**src/rtl/ofm_writer_if.sv**
```systemverilog
// Bus bundle for ofm_writer: PE result handshake on one side, OFM memory write port on the other.
interface ofm_writer_if #(
    parameter int unsigned DATA_W = 32,
    parameter int unsigned ADDR_W = 7
) ();
    logic [DATA_W-1:0] data_in;
    logic              data_vld;
    logic              wr_ack;
    logic              mem_grant;
    logic              ofm_we;
    logic [ADDR_W-1:0] ofm_adr;
    logic [DATA_W-1:0] ofm_data;

    modport master (
        output data_in, data_vld, mem_grant,
        input  wr_ack, ofm_we, ofm_adr, ofm_data
    );

    modport slave (
        input  data_in, data_vld, mem_grant,
        output wr_ack, ofm_we, ofm_adr, ofm_data
    );
endinterface

```
**src/rtl/ofm_writer.sv**
```systemverilog
// OFM writer for one PE: queues packed PE results in a small FIFO and writes them to
// consecutive OFM addresses, pulsing done once the programmed number of words is written.
module ofm_writer #(
    parameter int unsigned DATA_W = 32,
    parameter int unsigned ADDR_W = 7,
    parameter int unsigned DEPTH  = 4
) (
    input  logic              clk,
    input  logic              rst,
    input  logic              start_i,
    input  logic [ADDR_W-1:0] base_adr_i,
    input  logic [ADDR_W-1:0] word_cnt_i,
    ofm_writer_if.slave       bus,
    output logic              busy_o,
    output logic              done_o,
    output logic              overflow_o
);

    localparam int unsigned PTR_W = $clog2(DEPTH);

    typedef enum logic [1:0] {
        ST_IDLE = 2'd0,
        ST_RUN  = 2'd1,
        ST_DONE = 2'd2
    } state_e;

    state_e            state_q, state_d;
    logic [ADDR_W-1:0] base_q, base_d;
    logic [ADDR_W-1:0] count_q, count_d;
    logic [ADDR_W-1:0] in_cnt_q, in_cnt_d;
    logic [ADDR_W-1:0] out_cnt_q, out_cnt_d;
    logic [PTR_W:0]    wr_ptr_q, wr_ptr_d;
    logic [PTR_W:0]    rd_ptr_q, rd_ptr_d;
    logic              ovf_q, ovf_d;
    logic              ack_q, ack_d;
    logic              busy_q, busy_d;
    logic              done_q, done_d;

    logic [DATA_W-1:0] mem_q [DEPTH];

    logic empty_c;
    logic full_c;
    logic pop_c;
    logic push_c;

    // Extra pointer MSB distinguishes full from empty when the index bits match.
    assign empty_c = (wr_ptr_q == rd_ptr_q);
    assign full_c  = (wr_ptr_q[PTR_W] != rd_ptr_q[PTR_W]) &&
                     (wr_ptr_q[PTR_W-1:0] == rd_ptr_q[PTR_W-1:0]);
    assign pop_c   = (state_q == ST_RUN) && !empty_c && bus.mem_grant;
    assign push_c  = (state_q == ST_RUN) && bus.data_vld && (in_cnt_q < count_q) &&
                     (!full_c || pop_c);

    assign bus.ofm_we   = pop_c;
    assign bus.ofm_adr  = pop_c ? ADDR_W'(base_q + out_cnt_q) : '0;
    assign bus.ofm_data = pop_c ? mem_q[rd_ptr_q[PTR_W-1:0]] : '0;
    assign bus.wr_ack   = ack_q;
    assign busy_o       = busy_q;
    assign done_o       = done_q;
    assign overflow_o   = ovf_q;

    always_ff @(posedge clk) begin
        if (rst) begin
            state_q   <= ST_IDLE;
            base_q    <= '0;
            count_q   <= '0;
            in_cnt_q  <= '0;
            out_cnt_q <= '0;
            wr_ptr_q  <= '0;
            rd_ptr_q  <= '0;
            ovf_q     <= 1'b0;
            ack_q     <= 1'b0;
            busy_q    <= 1'b0;
            done_q    <= 1'b0;
        end else begin
            state_q   <= state_d;
            base_q    <= base_d;
            count_q   <= count_d;
            in_cnt_q  <= in_cnt_d;
            out_cnt_q <= out_cnt_d;
            wr_ptr_q  <= wr_ptr_d;
            rd_ptr_q  <= rd_ptr_d;
            ovf_q     <= ovf_d;
            ack_q     <= ack_d;
            busy_q    <= busy_d;
            done_q    <= done_d;
        end
    end

    // FIFO storage needs no reset: it is only read while non-empty.
    always_ff @(posedge clk) begin
        if (push_c) begin
            mem_q[wr_ptr_q[PTR_W-1:0]] <= bus.data_in;
        end
    end

    always_comb begin
        state_d   = state_q;
        base_d    = base_q;
        count_d   = count_q;
        in_cnt_d  = in_cnt_q;
        out_cnt_d = out_cnt_q;
        wr_ptr_d  = wr_ptr_q;
        rd_ptr_d  = rd_ptr_q;
        ovf_d     = ovf_q;

        unique case (state_q)
            ST_IDLE: begin
                if (start_i) begin
                    base_d    = base_adr_i;
                    count_d   = word_cnt_i;
                    in_cnt_d  = '0;
                    out_cnt_d = '0;
                    ovf_d     = 1'b0;
                    state_d   = (word_cnt_i == '0) ? ST_DONE : ST_RUN;
                end
            end
            ST_RUN: begin
                if (push_c) begin
                    in_cnt_d = in_cnt_q + ADDR_W'(1);
                    wr_ptr_d = wr_ptr_q + (PTR_W+1)'(1);
                end
                if (pop_c) begin
                    out_cnt_d = out_cnt_q + ADDR_W'(1);
                    rd_ptr_d  = rd_ptr_q + (PTR_W+1)'(1);
                end
                if (bus.data_vld && !push_c) begin
                    ovf_d = 1'b1;
                end
                if (pop_c && ((out_cnt_q + ADDR_W'(1)) == count_q)) begin
                    state_d = ST_DONE;
                end
            end
            ST_DONE: begin
                state_d = ST_IDLE;
            end
            default: begin
                state_d = ST_IDLE;
            end
        endcase

        ack_d  = push_c;
        busy_d = (state_d == ST_RUN);
        done_d = (state_d == ST_DONE);
    end

endmodule

```
**src/flat_wrapper.sv**
```systemverilog
// flat-port wrapper written by rule: the top's interface ports become plain ports
module ofm_writer_flat 
#(
    parameter int unsigned DATA_W = 32,
    parameter int unsigned ADDR_W = 7,
    parameter int unsigned DEPTH  = 4
)
  (clk, rst, start_i, base_adr_i, word_cnt_i, busy_o, done_o, overflow_o, bus_data_in, bus_data_vld, bus_mem_grant, bus_wr_ack, bus_ofm_we, bus_ofm_adr, bus_ofm_data);
  ofm_writer_if #(.DATA_W(DATA_W), .ADDR_W(ADDR_W)) bus_i ();
  input  logic clk;
  input  logic rst;
  input  logic start_i;
  input  logic [ADDR_W-1:0] base_adr_i;
  input  logic [ADDR_W-1:0] word_cnt_i;
  output logic busy_o;
  output logic done_o;
  output logic overflow_o;
  input wire logic [$bits(bus_i.data_in)-1:0] bus_data_in;
  input wire logic [$bits(bus_i.data_vld)-1:0] bus_data_vld;
  input wire logic [$bits(bus_i.mem_grant)-1:0] bus_mem_grant;
  output wire logic [$bits(bus_i.wr_ack)-1:0] bus_wr_ack;
  output wire logic [$bits(bus_i.ofm_we)-1:0] bus_ofm_we;
  output wire logic [$bits(bus_i.ofm_adr)-1:0] bus_ofm_adr;
  output wire logic [$bits(bus_i.ofm_data)-1:0] bus_ofm_data;
  assign bus_i.data_in = bus_data_in;
  assign bus_i.data_vld = bus_data_vld;
  assign bus_i.mem_grant = bus_mem_grant;
  assign bus_wr_ack = bus_i.wr_ack;
  assign bus_ofm_we = bus_i.ofm_we;
  assign bus_ofm_adr = bus_i.ofm_adr;
  assign bus_ofm_data = bus_i.ofm_data;
  ofm_writer #(.DATA_W(DATA_W), .ADDR_W(ADDR_W), .DEPTH(DEPTH)) u_core (.clk(clk), .rst(rst), .start_i(start_i), .base_adr_i(base_adr_i), .word_cnt_i(word_cnt_i), .bus(bus_i), .busy_o(busy_o), .done_o(done_o), .overflow_o(overflow_o));
endmodule
```
**config.mk**
```make
export PLATFORM = sky130hd
export DESIGN_NAME = ofm_writer_flat
export DESIGN_NICKNAME = d
export VERILOG_FILES = /design/src/rtl/ofm_writer_if.sv /design/src/rtl/ofm_writer.sv /design/src/flat_wrapper.sv
export SDC_FILE = /design/constraint.sdc
export NUM_CORES = 1
export LEC_CHECK = 0
export CAP_MARGIN = 25
export CORE_MARGIN = 5
export CORE_UTILIZATION = 40
export DETAILED_ROUTE_END_ITERATION = 8
export GPL_ROUTABILITY_DRIVEN = 1
export PLACE_DENSITY = 0.57
export SYNTH_ARGS = -nofsm -noshare
export SYNTH_HDL_FRONTEND = slang
export SYNTH_SLANG_ARGS = --single-unit
```
**constraint.sdc**
```tcl
create_clock -name clk -period 5.64 [get_ports clk]
set_input_delay 1.128 -clock clk [delete_from_list [all_inputs] [get_ports clk]]
set_output_delay 1.128 -clock clk [all_outputs]
set_load 0.02 [all_outputs]
```
### Register map, names as in the netlist

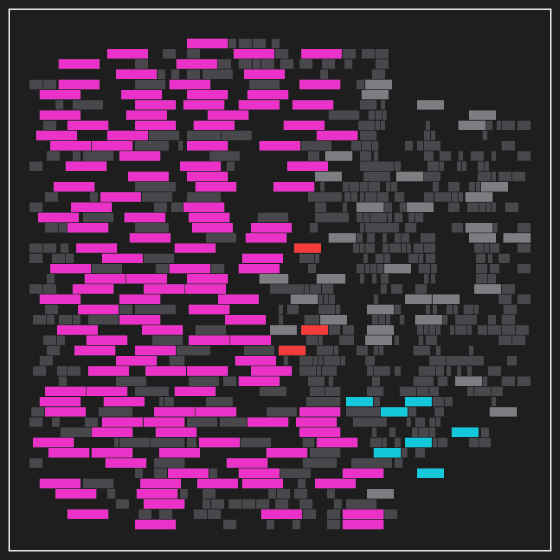
- red: u_core.wr_ptr_q (sequential cells 3)
- magenta: u_core.mem_q (sequential cells 128)
- cyan: u_core.in_cnt_q (sequential cells 7; where south-east)

### Clock network drawn from the DEF

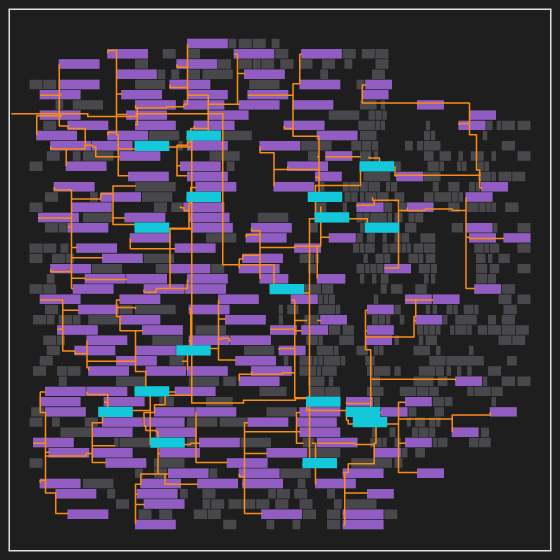
- purple: flip-flops (count 170)
- orange: clock wires (length 1950 um)
- cyan: clock-net drivers (count 17)
- flops lie: all over the die
Fin Clk Skew: 0.0101 ns
power in the clock group: 1.21 mW
Clock power frac: 0.436
Late-Pin Clk Latency: 0.42 ns

### Wires at chosen ports, followed through buffers

The bar under the picture is 50 um long.
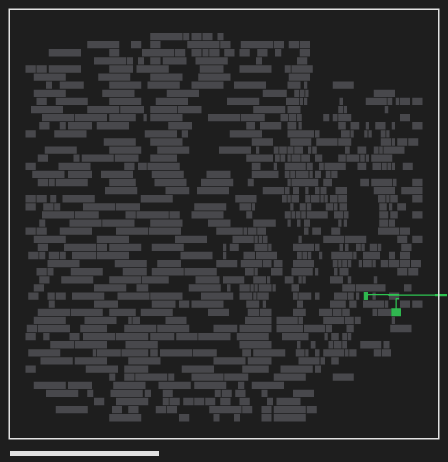
- green: bus_data_vld (direction input; end cells 2; buffers 1; wire 31.6 um)

==> out/summary.log <==
[worst_hold_path] min-delay worst type reg -> reg
[global_route] met3 track demand over resource 0.0446
[worst_hold_path] depth of the worst hold-timing path 2
[critical_path] capture point of the critical path bus_ofm_data[1]
[drt] average routed wire per standard cell 18.3 um
[synth] synthesized cell area 0.00713 mm2
[pwr] power drawn by the sequential cells 1.39 mW
[timing] final number of max-transition violations 0
[critical_path] worst setup path start bus_mem_grant
[die] horizontal die dimension 144 um
[critical_path] critical path launch point type input pin
[global_route] total gr overflow 0
[die] top-level port count 95
[cells_and_area] flip-flop and latch share of the layout cell area 0.518
[synth] average cell area after synthesis 14.7 um2
[critical_path] sum of buffers and inverters on the critical path 4
[die] floorplan die height 144 um
[cells_and_area] most common cell after layout, fill and taps aside sky130_fd_sc_hd__edfxtp_1
[drt] number of iterations in the first detailed-routing pass 5
[drt] wire length reported by the detailed router 15.1 mm
[timing] hold slack 0.477 ns
[clock_tree] # clock sinks 170
[timing] final critical delay including setup and external delays 4.57 ns
[cells_and_area] non-clock buffer count in the final layout 104
[pwr] net switching component of the power 0.604 mW
[timing] RSZ-0062 raised after global routing false
[synth] area fraction in and, or, nand and nor cells after synthesis 0.100
[drt] Met1 Routed Length 6.80 mm
[drt] DRC violation total after the first TritonRoute iteration 340
[place] setup slack after placement 1.07 ns
[cells_and_area] signed area change from the synthesized netlist to the final layout 26.8%
[clock_tree] hold-fix buffers at CTS 0
[synth] count of yosys warnings during synthesis 0
[pwr] Comb pwr share 0.064
[worst_hold_path] beginning of the worst hold path u_core.base_q[6]
[cells_and_area] dominant kind of cell flip-flops and latches
[global_route] maximum number of pins on one net before global-route repair 45
[cells_and_area] FILL cells 1471
[cells_and_area] Clock Buffer Count 18
[cells_and_area] Clock-cell share 0.0675
[synth] proportion of register bits with asynchronous set or reset after synthesis 0
[global_route] wire length of the first global-routing pass 24.2 mm
[pwr] PD cells 306 mW/mm2
[cells_and_area] max reg flops 128
[synth] top_reg_cell synth sky130_fd_sc_hd__edfxtp_1
[die] fp_density 0.410
[critical_path] sort of element at the end of the critical path output port
[timing] Fin. Hold Viols 0
[cells_and_area] commonest cells after routing, fill and taps aside 128 x sky130_fd_sc_hd__edfxtp_1, 94 x sky130_fd_sc_hd__clkdlybuf4s50_1, 40 x sky130_fd_sc_hd__nand2_1, 40 x sky130_fd_sc_hd__dfxtp_1, 36 x sky130_fd_sc_hd__and2_1
[cells_and_area] nonclk inv count 15
[pwr] Pwr Total 2.77 mW
[synth] Synth Area in Adders 0.0361
[timing] peak clock frequency supported by timing 0.219 GHz
[synth] top area cells in the synthesized netlist sky130_fd_sc_hd__edfxtp_1 54%, sky130_fd_sc_hd__dfxtp_1 12%, sky130_fd_sc_hd__mux4_2 10%
[critical_path] maximum fanout count along the critical path 44
[synth] count of flip-flops with a built-in enable after synthesis 128
[cells_and_area] Data buffer area share 0.117
[cells_and_area] number of nets at the end of the flow 659
[timing] final setup slack of the worst path 1.07 ns
[flow_run] max-cap viol count 0
[synth] number of instances in the synthesized netlist 486
[clock_tree] clock slew seen by the registers of the worst setup and hold paths 0.06 ns
[run_status] status finished clean
[die] Tapcell Cnt 225
[worst_hold_path] worst-case hold path end point u_core.base_q[6]
[die] chip area 0.0206 mm2
[place] post-detailed-placement cell area 0.00842 mm2
[critical_path] WS Path Type in -> out
[critical_path] cell depth of the worst setup path 6
[synth] Yosys top cell by instances sky130_fd_sc_hd__edfxtp_1
[critical_path] number of cells traversed by the worst register-to-register path 9
[synth] multiplexer share of the synthesized area 0.104
[synth] Cell Type Count 50
[place] global placer's final weighted congestion 0.790
[pwr] Peak VDD IR 0.223 mV
[critical_path] slack of the worst reg-to-reg path 2.38 ns
[place] Port Buf Inserts 94
[cells_and_area] combined flip-flop and latch cell area 0.00469 mm2
[clock_tree] post-CTS setup repair buffer count 0
[drt] DR DRC count 0
[drt] post-detailed-route count of antenna-violating nets 0
[flow_run] Log Warnings 29
[cells_and_area] post-route core utilization 0.519
[synth] xor/xnor cell area share of the yosys netlist 0.0258
[pwr] Int Pwr 2.17 mW
[cells_and_area] number of multi-input combinational cells 280
[global_route] GRT Max-Usage Layer met2
[clock_tree] TritonCTS clock tree yes
[clock_tree] library cell used as clock root buffer sky130_fd_sc_hd__clkbuf_16
[clock_tree] H-tree depth 4
[clock_tree] CTS buffer count 17
[global_route] global routing usage on met2 0.249
[global_route] vias in the first global route 4578
[pwr] biggest power consumer among the groups registers
[place] number of placed cells counting well taps 793
[global_route] initial antenna violation count 1
[critical_path] Reg-to-Reg End u_core.mem_q[3][25]
[timing] TNS Setup 0 ns
[synth] commonest cells in the netlist 128 x sky130_fd_sc_hd__edfxtp_1, 42 x sky130_fd_sc_hd__dfxtp_1, 40 x sky130_fd_sc_hd__nand2_1
[critical_path] cell with the largest stage delay on the worst path sky130_fd_sc_hd__clkdlybuf4s50_1
[drt] length of routed met2 wiring 7.26 mm
[synth] aoi/oai-family share of the synthesized area 0.0575
[critical_path] cell-by-cell listing of the critical path clkdlybuf4s50_1 > o311ai_2 > buf_4 > inv_2 > and2_1 > clkdlybuf4s50_1
No activity file was given, so power comes from the tool's default toggle rates.
